`src/rtl/ex_mc_pkg.sv`:
```
// Shared types and the result-slice helper for the EX-stage carry-less multiply controller.
package ex_mc_pkg;

    localparam int unsigned XLEN  = 32;
    localparam int unsigned PLEN  = 64;
    localparam int unsigned CNT_W = 8;

    typedef enum logic [1:0] {
        IDLE = 2'd0,
        RUN  = 2'd1,
        HOLD = 2'd2
    } mc_state_t;

    typedef enum logic [1:0] {
        MC_CLMUL  = 2'd0,
        MC_CLMULH = 2'd1,
        MC_CLMULR = 2'd2
    } mc_op_t;

    typedef struct packed {
        logic [1:0]      op;
        logic [XLEN-1:0] a;
        logic [XLEN-1:0] b;
    } mc_req_t;

    // Reserved encoding 3 falls through to the CLMUL slice.
    function automatic logic [XLEN-1:0] mc_slice(input logic [1:0] op, input logic [PLEN-1:0] prod);
        case (op)
            MC_CLMULH: return prod[63:32];
            MC_CLMULR: return prod[62:31];
            default:   return prod[31:0];
        endcase
    endfunction

endpackage

```
`src/rtl/ex_mc_ctrl_if.sv`:
```
// EX-side request/result and unit-side handshake bundle for ex_mc_ctrl.
interface ex_mc_ctrl_if;
    import ex_mc_pkg::*;

    logic            ext_stall;
    logic            flush;
    logic            req_valid;
    logic [1:0]      req_op;
    logic [XLEN-1:0] op_a;
    logic [XLEN-1:0] op_b;
    logic            stall_req;
    logic            res_valid;
    logic [XLEN-1:0] res;
    logic            timeout_trap;
    logic            unit_start;
    logic            unit_stall;
    logic [XLEN-1:0] unit_a;
    logic [XLEN-1:0] unit_b;
    logic            unit_eoc;
    logic [PLEN-1:0] unit_res;

    modport master (
        output ext_stall, flush, req_valid, req_op, op_a, op_b, unit_eoc, unit_res,
        input  stall_req, res_valid, res, timeout_trap, unit_start, unit_stall, unit_a, unit_b
    );

    modport slave (
        input  ext_stall, flush, req_valid, req_op, op_a, op_b, unit_eoc, unit_res,
        output stall_req, res_valid, res, timeout_trap, unit_start, unit_stall, unit_a, unit_b
    );

endinterface

```
`src/rtl/mc_result_cache.sv`:
```
// Single-entry operand/product store; invalidated only by reset.
module mc_result_cache
    import ex_mc_pkg::*;
(
    input  logic            clk,
    input  logic            reset_n,
    input  logic            fill,
    input  logic [XLEN-1:0] fill_a,
    input  logic [XLEN-1:0] fill_b,
    input  logic [PLEN-1:0] fill_prod,
    input  logic [XLEN-1:0] look_a,
    input  logic [XLEN-1:0] look_b,
    output logic            match_c,
    output logic [PLEN-1:0] prod
);

    logic            valid;
    logic [XLEN-1:0] a_q;
    logic [XLEN-1:0] b_q;

    always_ff @(posedge clk) begin
        if (!reset_n) begin
            valid <= 1'b0;
            a_q   <= '0;
            b_q   <= '0;
            prod  <= '0;
        end else if (fill) begin
            valid <= 1'b1;
            a_q   <= fill_a;
            b_q   <= fill_b;
            prod  <= fill_prod;
        end
    end

    assign match_c = valid && (a_q == look_a) && (b_q == look_b);

endmodule

```
`src/rtl/ex_mc_ctrl.sv`:
```
// Sequencer for the iterative CLMUL unit: start pulse, pipeline stall, watchdog, result slice.
// Optional one-entry result cache enabled by defining MC_RESULT_CACHE_EN.
module ex_mc_ctrl
    import ex_mc_pkg::*;
#(
    parameter int unsigned TIMEOUT = 64
) (
    input  logic         clk,
    input  logic         reset_n,
    ex_mc_ctrl_if.slave  bus
);

    // Timeout fires when the counter would step onto TIMEOUT-1, i.e. TIMEOUT cycles after start.
    localparam logic [CNT_W-1:0] CNT_LAST = CNT_W'(TIMEOUT - 2);

    mc_state_t       state;
    mc_req_t         req_q;
    logic [CNT_W-1:0] cnt;
    logic [XLEN-1:0] res_q;
    logic            trap_q;

    logic            hit_c;
    logic [XLEN-1:0] hit_res_c;
    logic            accept_c;

`ifdef MC_RESULT_CACHE_EN
    logic            fill_c;
    logic            match_c;
    logic [PLEN-1:0] cache_prod;

    assign fill_c = reset_n && (state == RUN) && !bus.flush && !bus.ext_stall && bus.unit_eoc;

    mc_result_cache u_cache (
        .clk       (clk),
        .reset_n   (reset_n),
        .fill      (fill_c),
        .fill_a    (req_q.a),
        .fill_b    (req_q.b),
        .fill_prod (bus.unit_res),
        .look_a    (bus.op_a),
        .look_b    (bus.op_b),
        .match_c   (match_c),
        .prod      (cache_prod)
    );

    assign hit_c     = reset_n && (state == IDLE) && bus.req_valid && !bus.flush && match_c;
    assign hit_res_c = mc_slice(bus.req_op, cache_prod);
`else
    assign hit_c     = 1'b0;
    assign hit_res_c = '0;
`endif

    assign accept_c = reset_n && (state == IDLE) && bus.req_valid && !bus.ext_stall
                      && !bus.flush && !hit_c;

    always_ff @(posedge clk) begin
        if (!reset_n) begin
            state  <= IDLE;
            req_q  <= '0;
            cnt    <= '0;
            res_q  <= '0;
            trap_q <= 1'b0;
        end else begin
            trap_q <= 1'b0;
            case (state)
                IDLE: begin
                    if (accept_c) begin
                        req_q <= '{op: bus.req_op, a: bus.op_a, b: bus.op_b};
                        cnt   <= '0;
                        state <= RUN;
                    end
                end
                RUN: begin
                    if (bus.flush) begin
                        state <= IDLE;
                    end else if (!bus.ext_stall) begin
                        if (bus.unit_eoc) begin
                            res_q <= mc_slice(req_q.op, bus.unit_res);
                            state <= HOLD;
                        end else if (cnt == CNT_LAST) begin
                            res_q  <= '0;
                            trap_q <= 1'b1;
                            state  <= HOLD;
                        end else begin
                            cnt <= cnt + 1'b1;
                        end
                    end
                end
                HOLD: begin
                    if (bus.flush || !bus.ext_stall) state <= IDLE;
                end
                default: state <= IDLE;
            endcase
        end
    end

    assign bus.stall_req    = reset_n && bus.req_valid && !bus.flush && (state != HOLD) && !hit_c;
    assign bus.res_valid    = (reset_n && (state == HOLD)) || hit_c;
    assign bus.res          = hit_c ? hit_res_c : res_q;
    assign bus.timeout_trap = trap_q;
    assign bus.unit_start   = accept_c;
    assign bus.unit_stall   = reset_n && (state == RUN) && bus.ext_stall;
    assign bus.unit_a       = !reset_n ? '0 : ((state == IDLE) ? bus.op_a : req_q.a);
    assign bus.unit_b       = !reset_n ? '0 : ((state == IDLE) ? bus.op_b : req_q.b);

endmodule

```
`src/flat_wrapper.sv`:
```
// flat-port wrapper written by rule: the top's interface ports become plain ports
module ex_mc_ctrl_flat import ex_mc_pkg::*;
#(
    parameter int unsigned TIMEOUT = 64
)
  (clk, reset_n, bus_ext_stall, bus_flush, bus_req_valid, bus_req_op, bus_op_a, bus_op_b, bus_unit_eoc, bus_unit_res, bus_stall_req, bus_res_valid, bus_res, bus_timeout_trap, bus_unit_start, bus_unit_stall, bus_unit_a, bus_unit_b);
  ex_mc_ctrl_if bus_i ();
  input  logic clk;
  input  logic reset_n;
  input wire logic [$bits(bus_i.ext_stall)-1:0] bus_ext_stall;
  input wire logic [$bits(bus_i.flush)-1:0] bus_flush;
  input wire logic [$bits(bus_i.req_valid)-1:0] bus_req_valid;
  input wire logic [$bits(bus_i.req_op)-1:0] bus_req_op;
  input wire logic [$bits(bus_i.op_a)-1:0] bus_op_a;
  input wire logic [$bits(bus_i.op_b)-1:0] bus_op_b;
  input wire logic [$bits(bus_i.unit_eoc)-1:0] bus_unit_eoc;
  input wire logic [$bits(bus_i.unit_res)-1:0] bus_unit_res;
  output wire logic [$bits(bus_i.stall_req)-1:0] bus_stall_req;
  output wire logic [$bits(bus_i.res_valid)-1:0] bus_res_valid;
  output wire logic [$bits(bus_i.res)-1:0] bus_res;
  output wire logic [$bits(bus_i.timeout_trap)-1:0] bus_timeout_trap;
  output wire logic [$bits(bus_i.unit_start)-1:0] bus_unit_start;
  output wire logic [$bits(bus_i.unit_stall)-1:0] bus_unit_stall;
  output wire logic [$bits(bus_i.unit_a)-1:0] bus_unit_a;
  output wire logic [$bits(bus_i.unit_b)-1:0] bus_unit_b;
  assign bus_i.ext_stall = bus_ext_stall;
  assign bus_i.flush = bus_flush;
  assign bus_i.req_valid = bus_req_valid;
  assign bus_i.req_op = bus_req_op;
  assign bus_i.op_a = bus_op_a;
  assign bus_i.op_b = bus_op_b;
  assign bus_i.unit_eoc = bus_unit_eoc;
  assign bus_i.unit_res = bus_unit_res;
  assign bus_stall_req = bus_i.stall_req;
  assign bus_res_valid = bus_i.res_valid;
  assign bus_res = bus_i.res;
  assign bus_timeout_trap = bus_i.timeout_trap;
  assign bus_unit_start = bus_i.unit_start;
  assign bus_unit_stall = bus_i.unit_stall;
  assign bus_unit_a = bus_i.unit_a;
  assign bus_unit_b = bus_i.unit_b;
  ex_mc_ctrl #(.TIMEOUT(TIMEOUT)) u_core (.clk(clk), .reset_n(reset_n), .bus(bus_i));
endmodule
```
`config.mk`:
```
export PLATFORM = sky130hd
export DESIGN_NAME = ex_mc_ctrl_flat
export DESIGN_NICKNAME = d
export VERILOG_FILES = /design/src/rtl/ex_mc_pkg.sv /design/src/rtl/ex_mc_ctrl_if.sv /design/src/rtl/mc_result_cache.sv /design/src/rtl/ex_mc_ctrl.sv /design/src/flat_wrapper.sv
export SDC_FILE = /design/constraint.sdc
export NUM_CORES = 1
export LEC_CHECK = 0
export CORE_ASPECT_RATIO = 0.7
export CORE_MARGIN = 2
export CORE_UTILIZATION = 44
export DETAILED_ROUTE_END_ITERATION = 6
export PLACE_DENSITY_LB_ADDON = 0.3
export SETUP_SLACK_MARGIN = 0.02
export SLEW_MARGIN = 40
export SYNTH_ARGS = -nofsm -noshare
export SYNTH_HDL_FRONTEND = slang
export SYNTH_HIERARCHICAL = 1
export SYNTH_SLANG_ARGS = --single-unit
```
`constraint.sdc`:
```
create_clock -name clk -period 2.4 [get_ports clk]
set_input_delay 0.72 -clock clk [delete_from_list [all_inputs] [get_ports clk]]
set_output_delay 0.72 -clock clk [all_outputs]
set_load 0.05 [all_outputs]
```
**Metal layers overlaid**

Drawn at 3 px/µm. Two of the layers only.
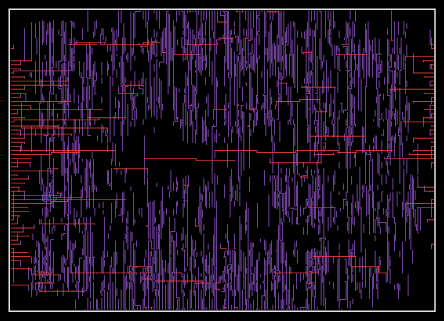
legend:
  M3:
    colour: red
    wire_length: 1130 µm
  M2:
    colour: purple
    wire_length: 9100 µm
Routed WL per cell: 15.8 µm
GRT Resource Usage Total: 26.6%

**Placement view**

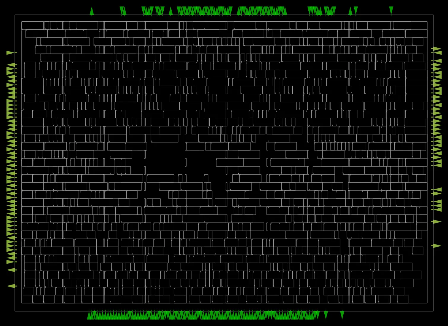
non-filler instance count after layout: 1225
flop share of the area: 21.8%

**Wiring heat map**

Drawn at 2 px/µm. The die is cut into 28 by 20 equal tiles; dark purple is low, yellow is high, scaled to the fullest tile. Values are wire area over tile area, all layers added.
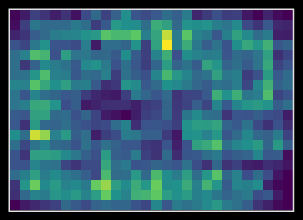
tiles over half the peak: 19%
fullest tile: 0.62
mean over tiles: 0.22
nearly empty tiles: 1.8%

**Gate families picked out**

Drawn at 3 px/µm.
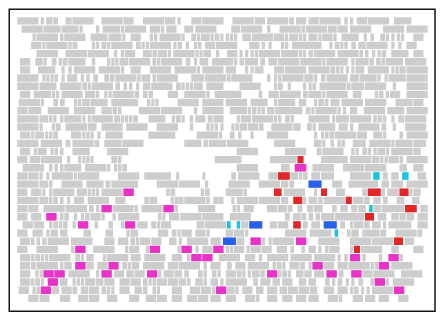
legend:
  and/or cells:
    colour: red
    cells: 13
  mux cells:
    colour: magenta
    cells: 33
    where: a band across the bottom
  fa/ha/maj cells:
    colour: blue
    cells: 4
  inv cells:
    colour: cyan
    cells: 6

==> impl_metrics.tcl <==
# yosys + openroad results
set metrics [dict create \
    status "completed" \
    rsz0062_at_grt "yes" \
    fp.dieH_um 100 \
    initCoreUtil_pct 44.6 \
    total_power_mw 4.51 \
    p_seq_share_pct 41.6 \
    clock_path_buffers 2 \
    final.period_utilization_pct 98.5 \
    worst_slack_ns 0.0353 \
    cts_buffers 9 \
    grt_pass1_wl_um 31100 \
    cts-root-buf "clkbuf_16" \
    finalSetupViolations 0 \
    drive_gt1_share_pct 20.9 \
    ys_chip_area_mm2 0.00582 \
    fin_crit_ns 2.36 \
    critPathKind "primary input to output port" \
    postSynthSeqShare_pct 37.5 \
    clk_pin_slew_ns 0.07 \
    synth-simple-area-share_pct 33.1 \
    fp.dieW_um 141 \
    placed_cells 1208 \
    clk_latency_ns 0.33 \
    dr.max_layer_used "met4" \
    buffer_ports.inserted 236 \
    synthArstFlopShare_pct 0 \
    p_switching_mw 1.34 \
    path_cells "clkdlybuf4s50_1 > nand2_1 > a21oi_2 > buf_12" \
    switching_share_pct 29.8 \
    ys_cells 835 \
    routabilityCongestion 0.825 \
    fp_nets 975 \
    drtPass1Iterations 5 \
    ys_warn_count 6 \
    fmax_mhz 423 \
    wl_met2_um 9100 \
    area_growth_syn_to_layout_pct 72.7 \
    warning_count 31 \
    pin_count 237 \
    critPathTopFamily "buffers and inverters" \
    synthesis.area_mm2 0.00582 \
    vias 6617 \
    p_comb_share_pct 28.8 \
    crit_path_end_kind "output port" \
    edf_count 0 \
    drv_slew 0 \
    startpoint_type "primary input" \
    htreeDepth 3 \
    wirelength_um 19400 \
    netlist.area_leader.share_pct 37.5 \
    pwr-share-clk_pct 29.6 \
    mux_share_pct 5.70 \
    drt_iter0_drc 427 \
    final_layout_top_logic_cells "351 x nand2_1, 154 x clkdlybuf4s50_1, 107 x dfxtp_1" \
    postLayoutCellArea_mm2 0.0100 \
    cp.required_ns 1.68 \
    chipArea_mm2 0.0142 \
    hold_viol_final 0 \
    cts_hold_buf 0 \
    hold_class "flop to flop" \
    num_antenna_cells 0 \
    clock-skew-final_ns 0.00525 \
    vias_per_cell 5.40 \
    drt-met1-wl_um 8770 \
    place_ws_ns -0.238 \
    powerDensity_mw_per_mm2 449 \
    cap_violations 0 \
    leakagePower_nw 4.02 \
    final_layout_top_logic_cell "nand2_1" \
    ys_sh_adder_pct 0.860 \
    synth_flops 109 \
    cts_tree "done" \
    synthTopCellsByArea "dfxtp_1 38%, nand2_1 23%, nand3_1 5.9%" \
    cts_sinks 109 \
    overflow 0 \
    coreArea_mm2 0.0131 \
    ys_types 51 \
    cp_max_fo 2 \
]
## logic make-up after synthesis
| group | Yosys count |
|---|---|
| flops | 109 |
| fa+ha+maj | 4 |
| simple gates | 459 |
| buf+inv | 77 |
| compound gates | 153 |
| mux | 33 |
## what timing repair did
action                                  in CTS  in global routing
resized                                     14                 22
buffers inserted                             1                  0
gates cloned                                 1                  1
pin swaps                                    1                 12
endpoints found under the setup margin      56                 46
## power groups by stage
| stage | sequential [mW] | clock (mW) | combinational (mW) |
|---|---|---|---|
| global placement | 1.91 | 0 | 1.26 |
| CTS | 1.87 | 1.37 | 1.29 |
| global route | 1.88 | 1.45 | 1.37 |
| detailed placement | 1.91 | 0 | 1.28 |
| floorplan | 1.91 | 0 | 0.604 |
| finish | 1.87 | 1.34 | 1.30 |
## cell usage after synthesis (3+ instances only)
cell type and n:
nor3_1 3, buf_6 5, clkbuf_1 39, nand3_1 69
nand2_1 358, o311ai_1 3, nor2_1 5, ha_1 4
inv_1 4, buf_8 3, buf_2 12, dfxtp_1 109
o21ai_1 3, mux2i_1 32, buf_1 11, o21ai_0 33
a21oi_1 67, a22oi_1 32, o31ai_1 3
## final cells by class
| cell class | instances | area [µm²] |
|---|---|---|
| multi-input cells | 649 | 3790 |
| repair buffers | 281 | 3570 |
| fillers | 874 | 3010 |
| flip-flops and latches | 109 | 2180 |
| clock buffers | 9 | 225 |
| well taps | 166 | 208 |
| clock inverters | 5 | 30.0 |
| inverters | 6 | 27.5 |
## metal layers
metal	track usage, %	up-vias
met1	36.1	3135
met3	5.82	30
met2	43.0	223
met4	7.15	0
met5	0	-
li1	-	3229
## worst register-to-register path, stage by stage (launching register included)
cell     delay, ns
dfxtp_1       0.44
ha_1          0.18
nor3b_2       0.39
a21oi_2       0.16
nor3_4        0.22
buf_12        0.26
mux2i_1       0.29
## through the flow
stage	util, %	setup TNS (ns)
2_1_floorplan	-	-7.12
5_1_grt	77.0	-0.00580
3_5_place_dp	74.0	-14.80
3_3_place_gp	74.0	-11.25
4_1_cts	76.4	0
6_report	77.0	0
## sequential cells by signal (all words and copies together) (netlist names)
| name | count |
|---|---|
| u_core/bus.res | 32 |
| u_core/bus.timeout_trap | 1 |
| u_core/cnt | 8 |
| u_core/req_q | 66 |
| u_core/state | 2 |
## final timing paths
path	startpoint	to	slack, ns	cells past startpoint
max reg2reg	u_core/cnt[1]	u_core/bus.res[29]	0.39	6
max	bus_op_a[7]	bus_unit_a[7]	0.04	4
min	u_core/req_q[60]	u_core/req_q[60]	0.46	2
min reg2reg	u_core/req_q[60]	u_core/req_q[60]	0.46	2
Power is estimated from default activity; no workload was simulated.
